**config.mk**
```make
export PLATFORM = sky130hd
export DESIGN_NAME = sdiv
export DESIGN_NICKNAME = d
export VERILOG_FILES = /design/src/rtl/sdiv_pkg.sv /design/src/rtl/sdiv_datapath.sv /design/src/rtl/sdiv.sv
export SDC_FILE = /design/constraint.sdc
export NUM_CORES = 1
export LEC_CHECK = 0
export CAP_MARGIN = 40
export CORE_UTILIZATION = 41
export CTS_CLUSTER_SIZE = 8
export DETAILED_ROUTE_END_ITERATION = 8
export PLACE_DENSITY_LB_ADDON = 0.2
export SYNTH_ARGS = -nofsm -noshare
export SYNTH_HDL_FRONTEND = slang
export SYNTH_SLANG_ARGS = --single-unit
export TNS_END_PERCENT = 10
```
**constraint.sdc**
```tcl
create_clock -name clock_i -period 3.3 [get_ports clock_i]
set_clock_uncertainty 0.15 [all_clocks]
set_input_delay 0.66 -clock clock_i [delete_from_list [all_inputs] [get_ports clock_i]]
set_output_delay 0.66 -clock clock_i [all_outputs]
set_load 0.01 [all_outputs]
```
**src/rtl/sdiv_pkg.sv**
```systemverilog
// Shared widths, iteration count and controller state encoding for the sdiv block.
package sdiv_pkg;
    localparam int DIVIDEND_W = 16;
    localparam int DIVISOR_W  = 8;
    localparam int RESULT_W   = 8;
    localparam int ITER_COUNT = 16;
    localparam int CNT_W      = $clog2(ITER_COUNT);

    typedef enum logic [2:0] {
        S_IDLE,
        S_INIT,
        S_ITER,
        S_FIX,
        S_DONE,
        S_HOLD
    } state_t;
endpackage

```
**src/rtl/sdiv_datapath.sv**
```systemverilog
// Operand latches, restoring shift/subtract step, sign fix-up and sticky result flags.
// Steered entirely by the controller's load/init/step/commit strobes.
module sdiv_datapath
    import sdiv_pkg::*;
(
    input  logic                  clock_i,
    input  logic                  reset_i,
    input  logic                  load_i,
    input  logic                  init_i,
    input  logic                  step_i,
    input  logic                  commit_i,
    input  logic [DIVIDEND_W-1:0] dividend_i,
    input  logic [DIVISOR_W-1:0]  divisor_i,
    output logic                  dvs_zero_o,
    output logic [RESULT_W-1:0]   quotient_o,
    output logic [RESULT_W-1:0]   remainder_o,
    output logic                  div_by_zero_o,
    output logic                  overflow_o
);
    logic [DIVIDEND_W-1:0] op_dvd_q;
    logic [DIVISOR_W-1:0]  op_dvs_q;
    logic [DIVIDEND_W-1:0] acc_q;
    logic [DIVISOR_W:0]    prem_q;
    logic [DIVISOR_W-1:0]  dvs_mag_q;
    logic                  qneg_q;
    logic                  rneg_q;
    logic [RESULT_W-1:0]   quo_q;
    logic [RESULT_W-1:0]   rem_q;
    logic                  dbz_q;
    logic                  ovf_q;

    logic [DIVISOR_W:0]    shifted_d;
    logic [DIVISOR_W:0]    trial_d;
    logic [RESULT_W-1:0]   q_fix_d;
    logic [RESULT_W-1:0]   r_fix_d;
    logic                  ovf_d;

    always_comb begin
        shifted_d = {prem_q[DIVISOR_W-1:0], acc_q[DIVIDEND_W-1]};
        trial_d   = shifted_d - {1'b0, dvs_mag_q};
        // A negative result may reach magnitude 128; a positive one stops at 127.
        ovf_d     = qneg_q ? (acc_q > DIVIDEND_W'(128)) : (acc_q > DIVIDEND_W'(127));
        q_fix_d   = qneg_q ? (~acc_q[RESULT_W-1:0] + RESULT_W'(1)) : acc_q[RESULT_W-1:0];
        r_fix_d   = rneg_q ? (~prem_q[RESULT_W-1:0] + RESULT_W'(1)) : prem_q[RESULT_W-1:0];
    end

    always_ff @(posedge clock_i) begin
        if (reset_i) begin
            op_dvd_q  <= '0;
            op_dvs_q  <= '0;
            acc_q     <= '0;
            prem_q    <= '0;
            dvs_mag_q <= '0;
            qneg_q    <= 1'b0;
            rneg_q    <= 1'b0;
            quo_q     <= '0;
            rem_q     <= '0;
            dbz_q     <= 1'b0;
            ovf_q     <= 1'b0;
        end else begin
            if (load_i) begin
                op_dvd_q <= dividend_i;
                op_dvs_q <= divisor_i;
                dbz_q    <= 1'b0;
                ovf_q    <= 1'b0;
            end
            if (init_i) begin
                acc_q     <= op_dvd_q[DIVIDEND_W-1] ? (~op_dvd_q + DIVIDEND_W'(1)) : op_dvd_q;
                dvs_mag_q <= op_dvs_q[DIVISOR_W-1] ? (~op_dvs_q + DIVISOR_W'(1)) : op_dvs_q;
                prem_q    <= '0;
                qneg_q    <= op_dvd_q[DIVIDEND_W-1] ^ op_dvs_q[DIVISOR_W-1];
                rneg_q    <= op_dvd_q[DIVIDEND_W-1];
            end
            if (step_i) begin
                prem_q <= trial_d[DIVISOR_W] ? shifted_d : trial_d;
                acc_q  <= {acc_q[DIVIDEND_W-2:0], ~trial_d[DIVISOR_W]};
            end
            if (commit_i) begin
                if (op_dvs_q == '0) begin
                    quo_q <= '0;
                    rem_q <= '0;
                    dbz_q <= 1'b1;
                    ovf_q <= 1'b0;
                end else if (ovf_d) begin
                    quo_q <= {1'b1, {(RESULT_W-1){1'b0}}};
                    rem_q <= '0;
                    dbz_q <= 1'b0;
                    ovf_q <= 1'b1;
                end else begin
                    quo_q <= q_fix_d;
                    rem_q <= r_fix_d;
                    dbz_q <= 1'b0;
                    ovf_q <= 1'b0;
                end
            end
        end
    end

    assign dvs_zero_o    = (op_dvs_q == '0);
    assign quotient_o    = quo_q;
    assign remainder_o   = rem_q;
    assign div_by_zero_o = dbz_q;
    assign overflow_o    = ovf_q;
endmodule

```
**src/rtl/sdiv.sv**
```systemverilog
// Signed 16/8 restoring divider: controller FSM and iteration counter around sdiv_datapath.
// Nonzero divisor finishes in 19 cycles, zero divisor in 2; start is ignored while busy.
module sdiv
    import sdiv_pkg::*;
(
    input  logic                  clock_i,
    input  logic                  reset_i,
    input  logic                  start_i,
    input  logic [DIVIDEND_W-1:0] dividend_i,
    input  logic [DIVISOR_W-1:0]  divisor_i,
    output logic [RESULT_W-1:0]   quotient_o,
    output logic [RESULT_W-1:0]   remainder_o,
    output logic                  done_o,
    output logic                  busy_o,
    output logic                  div_by_zero_o,
    output logic                  overflow_o
);
    state_t           state_q, state_d;
    logic [CNT_W-1:0] cnt_q, cnt_d;
    logic             load, init, step, commit;
    logic             dvs_zero;

    always_ff @(posedge clock_i) begin
        if (reset_i) begin
            state_q <= S_IDLE;
            cnt_q   <= '0;
        end else begin
            state_q <= state_d;
            cnt_q   <= cnt_d;
        end
    end

    always_comb begin
        state_d = state_q;
        cnt_d   = cnt_q;
        load    = 1'b0;
        init    = 1'b0;
        step    = 1'b0;
        commit  = 1'b0;
        unique case (state_q)
            S_IDLE: begin
                if (start_i) begin
                    load    = 1'b1;
                    state_d = S_INIT;
                end
            end
            S_INIT: begin
                init  = 1'b1;
                cnt_d = '0;
                if (dvs_zero) begin
                    commit  = 1'b1;
                    state_d = S_DONE;
                end else begin
                    state_d = S_ITER;
                end
            end
            S_ITER: begin
                step  = 1'b1;
                cnt_d = cnt_q + CNT_W'(1);
                if (cnt_q == CNT_W'(ITER_COUNT - 1)) begin
                    state_d = S_FIX;
                end
            end
            S_FIX: begin
                commit  = 1'b1;
                state_d = S_DONE;
            end
            S_DONE: begin
                state_d = S_HOLD;
            end
            S_HOLD: begin
                // A start still held from the previous request must drop first.
                if (!start_i) begin
                    state_d = S_IDLE;
                end
            end
            default: begin
                state_d = S_IDLE;
            end
        endcase
    end

    assign done_o = (state_q == S_DONE);
    assign busy_o = (state_q != S_IDLE);

    sdiv_datapath u_datapath (
        .clock_i       (clock_i),
        .reset_i       (reset_i),
        .load_i        (load),
        .init_i        (init),
        .step_i        (step),
        .commit_i      (commit),
        .dividend_i    (dividend_i),
        .divisor_i     (divisor_i),
        .dvs_zero_o    (dvs_zero),
        .quotient_o    (quotient_o),
        .remainder_o   (remainder_o),
        .div_by_zero_o (div_by_zero_o),
        .overflow_o    (overflow_o)
    );
endmodule

```
Run 1, wires at chosen ports, followed through buffers:
The bar under the picture is 20 um long.
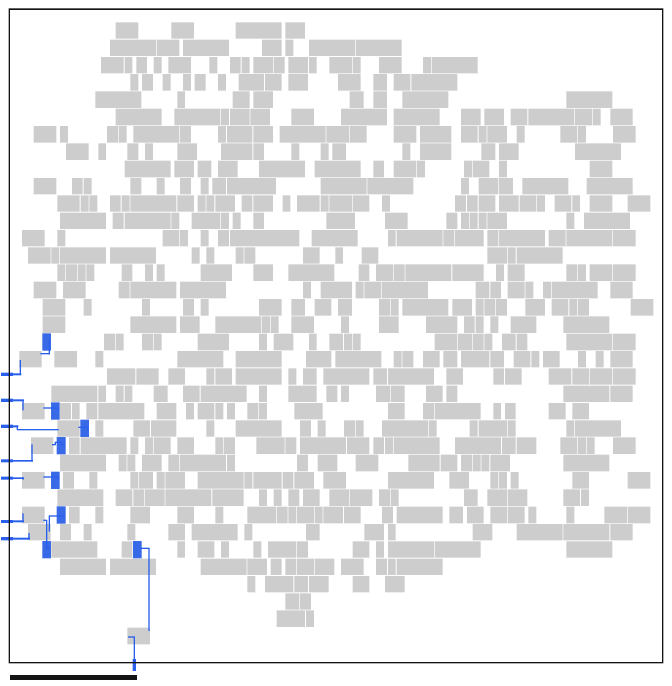
`divisor_i`: shown in blue, direction input, edge 7 left, 1 bottom, end cells 8, buffers 8, wire 69.7 um.

Run 1, PDN straps and rails:
The bar under the picture is 20 um long. Pins as bars on the die edge. Tap cells in gray.
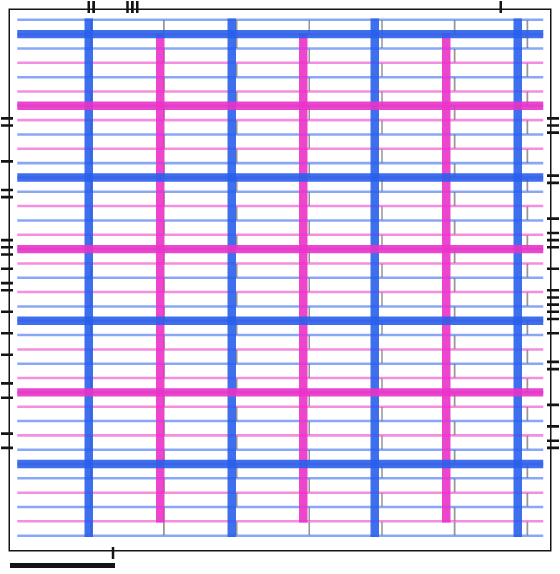
VSS: shown in blue. VDD: shown in magenta.
133 tap cells. 7 straps on met5.

Run 1, cell outlines without signal wires:
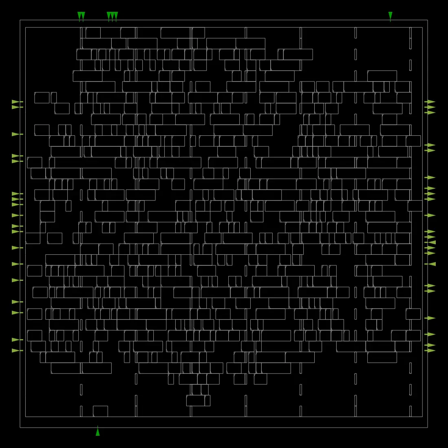
flip-flops: 83
Fillers: 989

Run 1, wire density map:
The die is cut into 21 by 21 equal tiles; dark blue is low, red is high, scaled to the fullest tile. Values are wire area over tile area, all layers added.
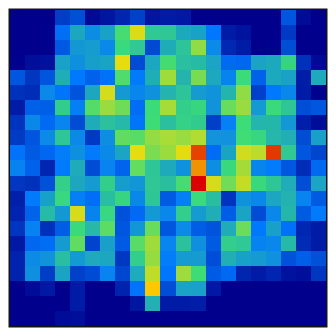
The emptiest ninth of the die: bottom right. 16% of the tiles are nearly empty. The densest ninth of the die: middle.

==> results.cfg, run 1 <==
; generated from flow reports
[status]
status = complete, no violations

[place]
place_ws_ns = 0.771
hpwl_mm = 6.62
placedCellCount = 666
gp_congestion = 0.803
dpl-instance-area_um2 = 4720

[final_layout]
syn2layout_area_growth_pct = 18.8
nets = 585
lay_top_count = nand2_1
drive_gt1_frac = 0.0601
instances_no_fill = 682
diodes = 0
final_cell_area_um2 = 4920
utilization = 0.503

[route]
first_pass_iters = 5
totalWireLength_mm = 9.15
drc = 0
dr_total_vias = 3606
drtAntennaViolNets = 0
avgViaCountPerCell = 5.29

[setup_path]
r2r_end = u_datapath.prem_q[0]
cp-endpoint = u_datapath.prem_q[0]
required_ns = 3.42
r2r-start = u_datapath.acc_q[15]
reg2reg_depth = 11
crit_path_end_kind = register
crit_type = register to register
rrSetupSlack_ns = 0.75
cp.arrival_ns = 2.67
path_max_fanout = 11
path_cells = inv_1 > ha_1 > inv_1 > fa_1 > a21oi_1 > o211ai_1 > nand2_1 > xor2_1 > buf_4 > mux2_2 > o21ai_0
slowest_stage = fa_1

[global_route]
grt_pass1_wl_mm = 15.6
groute.usage.overall = 0.187
antenna_found_initial = 0

[final_timing]
slew_violations = 0
period_used_share = 0.772
setup_viol = 0
rsz0062_at_grt = false
max_freq_mhz = 393
period_minus_slack_ns = 2.55
worst_slew_pin_slew_ns = 0.761
finalWorstSetupSlack_ns = 0.754

[floorplanning]
core_area_um2 = 9770
die_x_um = 103
chipArea_um2 = 10500
placementRows = 36
initCoreUtil = 0.424

[power]
vdd_drop_max_uv = 189
p_clk_frac = 0.287
power.internal_mw = 1.72

[clock_network]
path_clk_slew_ns = 0.08
cts_buffer_depth = 2
cts_max_level = 3
cts-root-buf = clkbuf_8
cts_resized = 0
clock_sinks = 83
clock_latency_ns = 0.34

[logic_synthesis]
yosys-stat-cells = 509
async_flop_share = 0
yosysTopAreaCell = dfxtp_1
netlist_area_um2 = 4140
netlist_top_cells_area = dfxtp_1 40%, nand2_1 7.6%, xnor2_1 5.5%
yosysSeqAreaShare = 0.401
yosys_area_um2 = 4140
syn_nets = 550
ys.flop_type = dfxtp_1
synth-seq-cells = 83

[run]
cap_violations = 0
warnings = 26

[min_path]
whs_path_depth = 2
[run 1: power by group through the flow]
stage,Sequential [mW],Clock [mW],Combinational [mW]
floorplan,1.14,0,0.506
global placement,1.17,0,0.634
detailed placement,1.17,0,0.648
CTS,1.15,0.744,0.651
global route,1.17,0.779,0.734
finish,1.15,0.725,0.651
[run 1: cell families (layout without fill, tap and decap cells)]
family                   Yosys count  after routing  share of synthesized area
AND/OR/NAND/NOR                  182            182                      0.194
AND-OR/OR-AND                    127            127                      0.206
flip-flops                        83             83                      0.401
buffers and inverters             56             96                     0.0529
XOR/XNOR                          39             39                     0.0825
adder cells (fa/ha/maj)           14             14                     0.0441
multiplexers                       8              8                     0.0196
[run 1: metal layers]
layer,global-route usage,routed length (um)
met5,0,0
met4,0.0747,136
met3,0.0278,353
met2,0.284,3930
met1,0.265,4730
[run 1: area by class of cell]
class | count | area, um^2 | area share
Tap cell | 133 | 166 | 0.0338
Clock buffer | 12 | 145 | 0.0295
Multi-Input combinational cell | 370 | 2270 | 0.462
Inverter | 24 | 90.1 | 0.0183
Sequential cell | 83 | 1660 | 0.338
Clock inverter | 4 | 50.0 | 0.0102
Timing Repair Buffer | 56 | 534 | 0.109
[run 1: cells in the mapped netlist (all sizes together), types with 2 or more instances]
cell,instances
nor4,6
a21boi,3
clkbuf,27
o41ai,3
nor3,9
or4,2
or3,2
a222oi,11
a21oi,41
and3,2
nand2,84
o31ai,12
xnor2,26
inv,24
buf,5
o211ai,2
xor2,13
o21ai,18
nor3b,3
ha,13
nor2b,3
a22oi,19
nand3,5
nor2,52
a32oi,3
o22ai,2
a211oi,9
dfxtp,83
mux2i,7
nand2b,9
Run 1, cells colored by class:
Fill, decap, tap and diode cells in gray.
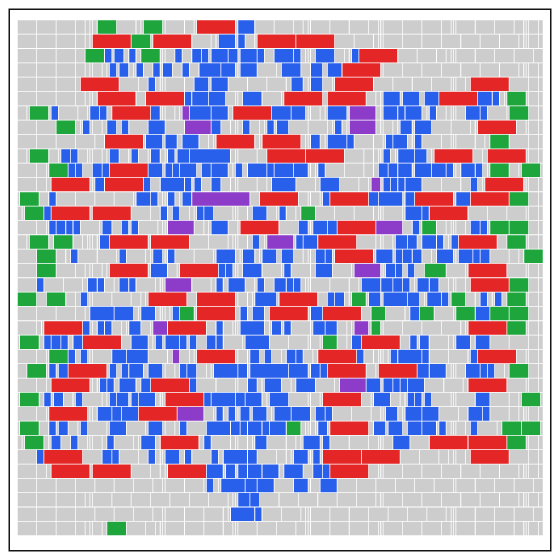

--- run 2 (diff from run 1) ---
==> constraint.sdc (replaced) <==
create_clock -name clock_i -period 2.4 [get_ports clock_i]
set_clock_uncertainty 0.15 [all_clocks]
set_input_delay 0.48 -clock clock_i [delete_from_list [all_inputs] [get_ports clock_i]]
set_output_delay 0.48 -clock clock_i [all_outputs]
set_load 0.01 [all_outputs]
Run 2, cells colored by class:
Fill, decap, tap and diode cells in gray.
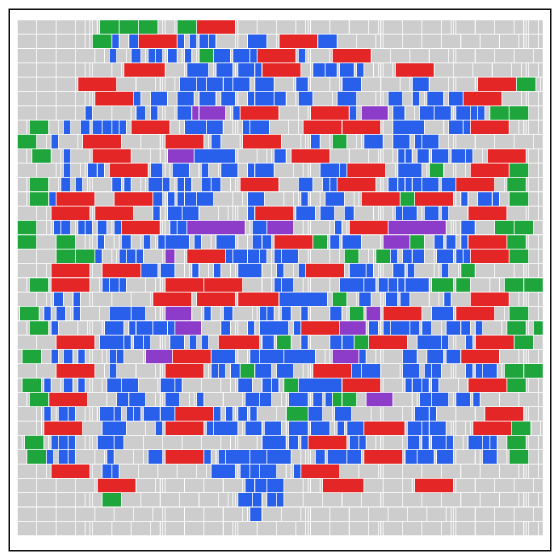
clock drivers and dummy loads: shown in purple, cells 16. combinational and other logic: shown in blue, cells 394. flops: shown in red, cells 83. other buffers and delay cells: shown in green, cells 66.
flop share of the area: 0.327
Core Util, Final: 0.522
core area: 9770 um^2
Rows: 36

Run 2, wires at chosen ports, followed through buffers:
The bar under the picture is 20 um long.
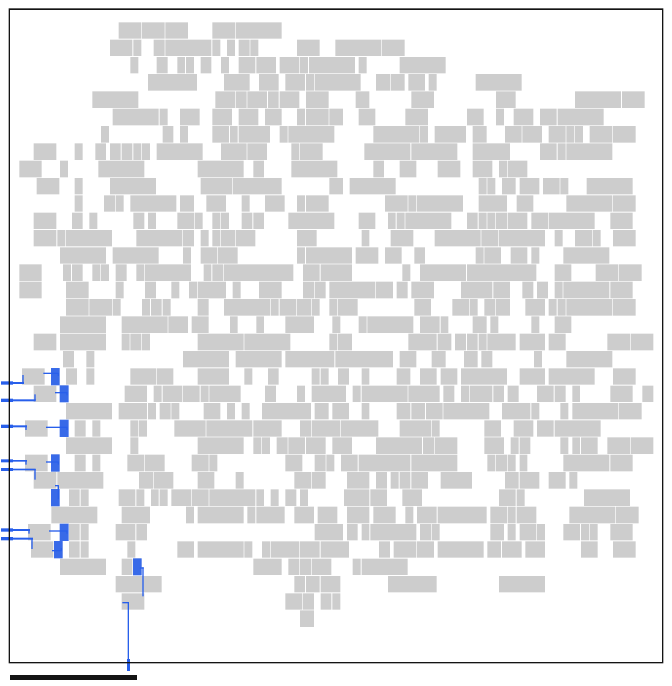
`divisor_i`: shown in blue, direction input, edge 7 left, 1 bottom, end cells 8, buffers 8, wire 57.5 um.
I/O Pins: 47
Buffers on Ports: 46

==> run 2 against run 1 <==
Setup slack got worse by 0.64 ns; flip-flop count stayed put; non-clock buffer count is 10 higher; synthesized cell count unchanged; via count rose by 0.31%; routed wire length up 1.1%; register-to-register slack worse by 0.64 ns; die area unchanged; core utilization grew 1.9 points; critical endpoint is now u_datapath.acc_q[14].
==> results.cfg, run 2 <==
; generated from flow reports
[logic_synthesis]
synth-seq-cells = 83
netlist_area_um2 = 4140
ys_sh_mux = 0.0196
yosysWarnings = 0
yosysTopAreaCell = dfxtp_1
simple_gate_share = 0.194
yosys-stat-cells = 509
yosysSeqAreaShare = 0.401
yosys.cell_count.top_type = nand2_1
edf_count = 0
ys.flop_type = dfxtp_1
top_cells_by_count = 84 x nand2_1, 83 x dfxtp_1, 52 x nor2_1
ys_sh_aoi = 0.206
top_area_frac = 0.401
synth_cells = 509
netlist_top_cells_area = dfxtp_1 40%, nand2_1 7.6%, xnor2_1 5.5%
syn_avg_cell_area_um2 = 8.14
ys_sh_xor = 0.0825
syn_nets = 550
ys_top_logic_family = AND-OR/OR-AND gates
yosys.area_share.adder = 0.0441
async_flop_share = 0
yosys_area_um2 = 4140

[final_layout]
logic_area_um2 = 2340
layout_top_cells = 84 x nand2_1, 78 x dfxtp_1, 51 x nor2_1
top_regs = u_datapath.acc_q x16, u_datapath.op_dvd_q x16
drive_gt1_frac = 0.109
syn2layout_area_growth_pct = 23.1
nets = 595
diodes = 0
lay_top_count = nand2_1
fill_cells = 957
seq_area_um2 = 1670

[global_route]
met1_usage = 0.256
grt_pass1_wl_mm = 15.2
grt_start_max_net_pins = 34
grt_overflow = 0
busiest_layer = met2
first_global_vias = 3199
globalRouteMet3Util = 0.0366
antenna_found_initial = 0
groute.usage.overall = 0.183
grt_util_met2 = 0.285

[power]
comb-power_uw = 986
seq_power_share = 0.428
power_clock_mw = 1.13
power.internal_mw = 2.55
netSwitchingPower_mw = 1.16
p_clk_frac = 0.306
p_leak_nw = 1.88
vdd_drop_max_uv = 368
swShare = 0.312
p_comb_frac = 0.266
fin_total_pwr_mw = 3.70
top_power_group = registers
pg_seq_mw = 1.58

[final_timing]
relSlewSlack = 0.538
worst_slew_pin_slew_ns = 0.692
period_minus_slack_ns = 2.29
slew_violations = 0
max_freq_mhz = 438
hold_viol = 0
period_used_share = 0.952
setup_viol = 0

[route]
drc = 0
avgRoutedWirePerCell_um = 13.4
totalWireLength_mm = 9.25
dr_total_vias = 3617
wl_met1_mm = 4.77
dr_wl_met3_um = 344
top_layer = met4
first_pass_iters = 4
drtAntennaViolNets = 0
met2_wirelength_mm = 4.01
avgViaCountPerCell = 5.23

[clock_network]
cts_max_level = 3
cts-root-buf = clkbuf_8
cts_hold_buf = 0
clock_latency_ns = 0.35
clock_sinks = 83
cts_buffer_depth = 2
cts_buffers = 9
path_clk_slew_ns = 0.08

[run]
warnings = 26
cap_violations = 0

[floorplanning]
initCoreUtil = 0.424
chipArea_um2 = 10500
die_x_um = 103
fp.dieH_um = 103

[setup_path]
required_ns = 2.48
cpLargestDelayFamily = simple AND/OR/NAND/NOR gates
cp-start-kind = register
slowest_stage = or4_4
path_max_fanout = 5
cp.arrival_ns = 2.36
crit_path_end_kind = register
path_buffers = 0
slowest_delay_ns = 0.53
crit_type = register to register
path_cells = or4_4 > or4_4 > o31ai_4 > xnor2_1 > a222oi_1 > nor2_1

[status]
status = complete, no violations

[place]
gp_congestion = 0.799
hpwl_mm = 6.65

[min_path]
min_path_type = register to register
## run 2: cell counts after synthesis
Identical to the previous run, type by type.
## run 2: cell families after synthesis
logic type,Yosys count
DFF,83
and+or+nand+nor,182
adders and majority gates,14
AOI/OAI and AO/OA,127
xor gates and xnor gates,39
muxes,8
buffers and inverters,56
## run 2: cell type report
cell class | instances | share of cell area
multi-input combinational | 370 | 0.458
inverter | 24 | 0.0177
clock buffer | 12 | 0.0304
timing repair buffer | 66 | 0.120
clock inverter | 4 | 0.0142
sequential | 83 | 0.327
tap | 133 | 0.0326
## run 2: path summary, 6_finish.rpt
check / depth (start not counted) / end / startpoint / slack [ns]
setup reg to reg: 6 / u_datapath.acc_q[14] / u_datapath.op_dvd_q[7] / 0.11
hold reg to reg: 2 / u_datapath.div_by_zero_o / u_datapath.div_by_zero_o / 0.33
hold / removal: 2 / u_datapath.div_by_zero_o / u_datapath.div_by_zero_o / 0.33
setup / recovery: 6 / u_datapath.acc_q[14] / u_datapath.op_dvd_q[7] / 0.11
## run 2: repair_timing
action,4_1_cts,5_1_grt
setup endpoints to repair,5,28
gates cloned,1,1
pin swaps,0,7
setup buffers,0,2
gates resized,2,25
## run 2: stage by stage
step | hold slack, ns | TNS (ns) | cell area, um^2 | setup WS [ns] | instances
floorplan | 0.291 | 0 | 4140 | 0.0975 | 509
global placement | 0.294 | 0 | 4760 | 0.0745 | 672
detailed placement | 0.309 | -0.0747 | 4760 | -0.0238 | 672
CTS | 0.320 | 0 | 5000 | 0.00710 | 689
global route | 0.339 | -0.00340 | 5100 | -0.00340 | 692
finish | 0.326 | 0 | 5100 | 0.115 | 692
## run 2: worst min-delay path: stages (launching register included)
cell and delay, ns:
dfxtp_1 0.32, nand2_1 0.05, a211oi_1 0.06
Run 2, cell outlines without signal wires:
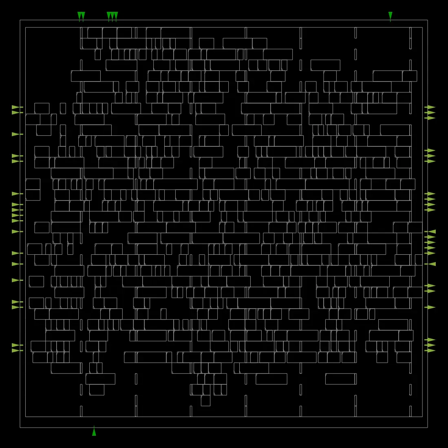

--- run 3 (diff from run 2) ---
--- a/config.mk
+++ b/config.mk
@@ -6,11 +6,13 @@
 export NUM_CORES = 1
 export LEC_CHECK = 0
 export CAP_MARGIN = 40
+export CORE_ASPECT_RATIO = 1.25
 export CORE_UTILIZATION = 41
 export CTS_CLUSTER_SIZE = 8
 export DETAILED_ROUTE_END_ITERATION = 8
 export PLACE_DENSITY_LB_ADDON = 0.2
 export SYNTH_ARGS = -nofsm -noshare
 export SYNTH_HDL_FRONTEND = slang
+export SYNTH_HIERARCHICAL = 1
 export SYNTH_SLANG_ARGS = --single-unit
 export TNS_END_PERCENT = 10
Run 3, cell outlines without signal wires:
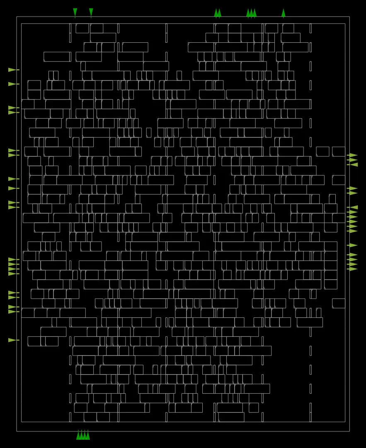
core area: 10600 um^2
Core Util, Final: 0.528
Finished Layout Cells: 738

==> run 3 against run 2 <==
First-iteration DRC count shrank 2.1%; die area up 8.2%; non-clock buffer count up 12; setup slack worse by 0.034 ns; count of clock-buffer cells in the layout rose by 1; combinational power increased by 36%; critical path type is now register to output port; global-route usage rose by 0.32 points; sequential share of layout area shrank 3.0 points; flip-flop count did not move; cell count rose by 6.6%.
==> results.cfg, run 3 <==
; generated from flow reports
[clock_network]
cts_hold_buf = 0
clock_latency_ns = 0.34
cts_buffer_depth = 2

[floorplanning]
boundaryPins = 47
placementRows = 42
chipArea_um2 = 11400
initCoreUtil = 0.423

[place]
place_ws_ns = 0.0342
dpl-instance-area_um2 = 5210
gp_congestion = 0.797

[route]
first_pass_iters = 4
wl_met1_mm = 4.53
met2_wirelength_mm = 4.93
totalWireLength_mm = 9.95
dr_total_vias = 3871
drtAntennaViolNets = 0
dr_wl_met3_um = 344
avgRoutedWirePerCell_um = 13.5
drc = 0
avgViaCountPerCell = 5.25

[global_route]
grt_start_max_net_pins = 39
groute.usage.overall = 0.186
met1_usage = 0.232
grt_pass1_wl_mm = 16.7
first_global_vias = 3621
globalRouteMet3Util = 0.0370
antenna_found_initial = 0
grt_util_met2 = 0.312

[final_timing]
max_freq_mhz = 431
tns_ns = 0
period_minus_slack_ns = 2.32
hold_viol = 0
setup_viol = 0
worst_slew_pin_slew_ns = 0.432
fin_hold_ws_ns = 0.317

[final_layout]
drive_gt1_frac = 0.120
syn2layout_area_growth_pct = 25.0
layout_top_cells = 81 x dfxtp_1, 75 x nor2_1, 45 x clkdlybuf4s50_1
final_cell_area_um2 = 5610
diodes = 0
lay_top_count = dfxtp_1
nets = 642
top_regs = u_datapath/acc_q x16, u_datapath/op_dvd_q x16

[logic_synthesis]
synth_cells = 545
yosysSeqAreaShare = 0.370
syn_avg_cell_area_um2 = 8.23
yosys.cell_count.top_type = dfxtp_1
yosysTopAreaCell = dfxtp_1
yosysWarnings = 6
async_flop_share = 0
syn_nets = 586
ys.flop_type = dfxtp_1
top_cells_by_count = 83 x dfxtp_1, 77 x nor2_1, 40 x nand2_1

[setup_path]
crit_type = register to output port
crit_path_end_kind = output port
cp-start-kind = register
path_max_fanout = 13
cpLargestDelayFamily = buffers and inverters
cp.arrival_ns = 1.69
slowest_stage = clkdlybuf4s50_1
slowest_delay_ns = 0.49

[power]
pg_seq_mw = 1.65
power.internal_mw = 3.06
netSwitchingPower_mw = 1.39
seq_power_share = 0.370
p_clk_frac = 0.329
top_power_group = registers
power_clock_mw = 1.47
p_leak_nw = 2.09
p_comb_frac = 0.301
comb-power_mw = 1.34

[status]
status = complete, no violations

[run]
warnings = 27
cap_violations = 0
Run 3, PDN straps and rails:
The bar under the picture is 20 um long. Pins as bars on the die edge. Tap cells in gray.
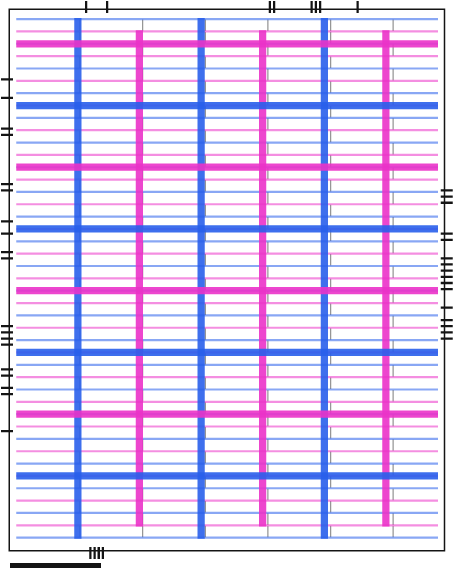
VSS: shown in blue. VDD: shown in magenta.
132 tap cells. 43 met1 rails follow the rows.
Die Span X: 95.6 um
DIE HEIGHT: 119 um
worst vdd rail ir drop: 382 uV

==> run 3: cell types whose count changed after synthesis, sizes merged, moves of 4 or more <==
cell,before,now
clkbuf,27,20
nand3,5,17
nor2,52,79
nand2b,9,23
a22oi,19,0
a31oi,1,5
a222oi,11,0
o21ai,18,27
buf,5,13
mux2i,7,35
nand2,84,40
==> run 3: path summary, 6_finish.rpt <==
check | startpoint | end | slack, ns | depth (start not counted)
worst max-delay path | state_q[2] | busy_o | 0.08 | 2
worst min-delay path | u_datapath/remainder_o[0] | u_datapath/remainder_o[0] | 0.32 | 2
worst max register to register | u_datapath/op_dvs_q[2] | u_datapath/quotient_o[7] | 0.12 | 9
worst min register to register | u_datapath/remainder_o[0] | u_datapath/remainder_o[0] | 0.32 | 2
==> run 3: layout make-up <==
| cell class | count | area, um^2 |
|---|---|---|
| clock buffers | 13 | 280 |
| clock inverters | 3 | 43.8 |
| fillers | 1006 | 5010 |
| inverters | 24 | 90.1 |
| multi-input cells | 405 | 2650 |
| flip-flops and latches | 83 | 1660 |
| well taps | 132 | 165 |
| repair buffers | 78 | 718 |
==> run 3: cells by family after synthesis <==
group                    Yosys count  share of synthesized area
AND-OR/OR-AND                    120                      0.171
AND/OR/NAND/NOR                  200                      0.217
multiplexers                      35                     0.0781
XOR/XNOR                          35                     0.0683
adder cells (fa/ha/maj)           15                     0.0429
flip-flops                        83                      0.370
buffers and inverters             57                     0.0519
==> run 3: metrics by stage <==
stage	instances	total power, mW	utilization
global route	738	4.71	0.528
global placement	719	2.93	0.491
finish	738	4.45	0.528
detailed placement	719	2.97	0.491
floorplan	545	2.60	-
CTS	735	4.45	0.522
==> run 3: what timing repair did <==
| action | in CTS | in global routing |
|---|---|---|
| endpoints found under the setup margin | 0 | 26 |
| resized | 0 | 12 |
| setup buffers | 0 | 2 |
Power figures rest on the tool's default switching activity, not on a simulated workload.
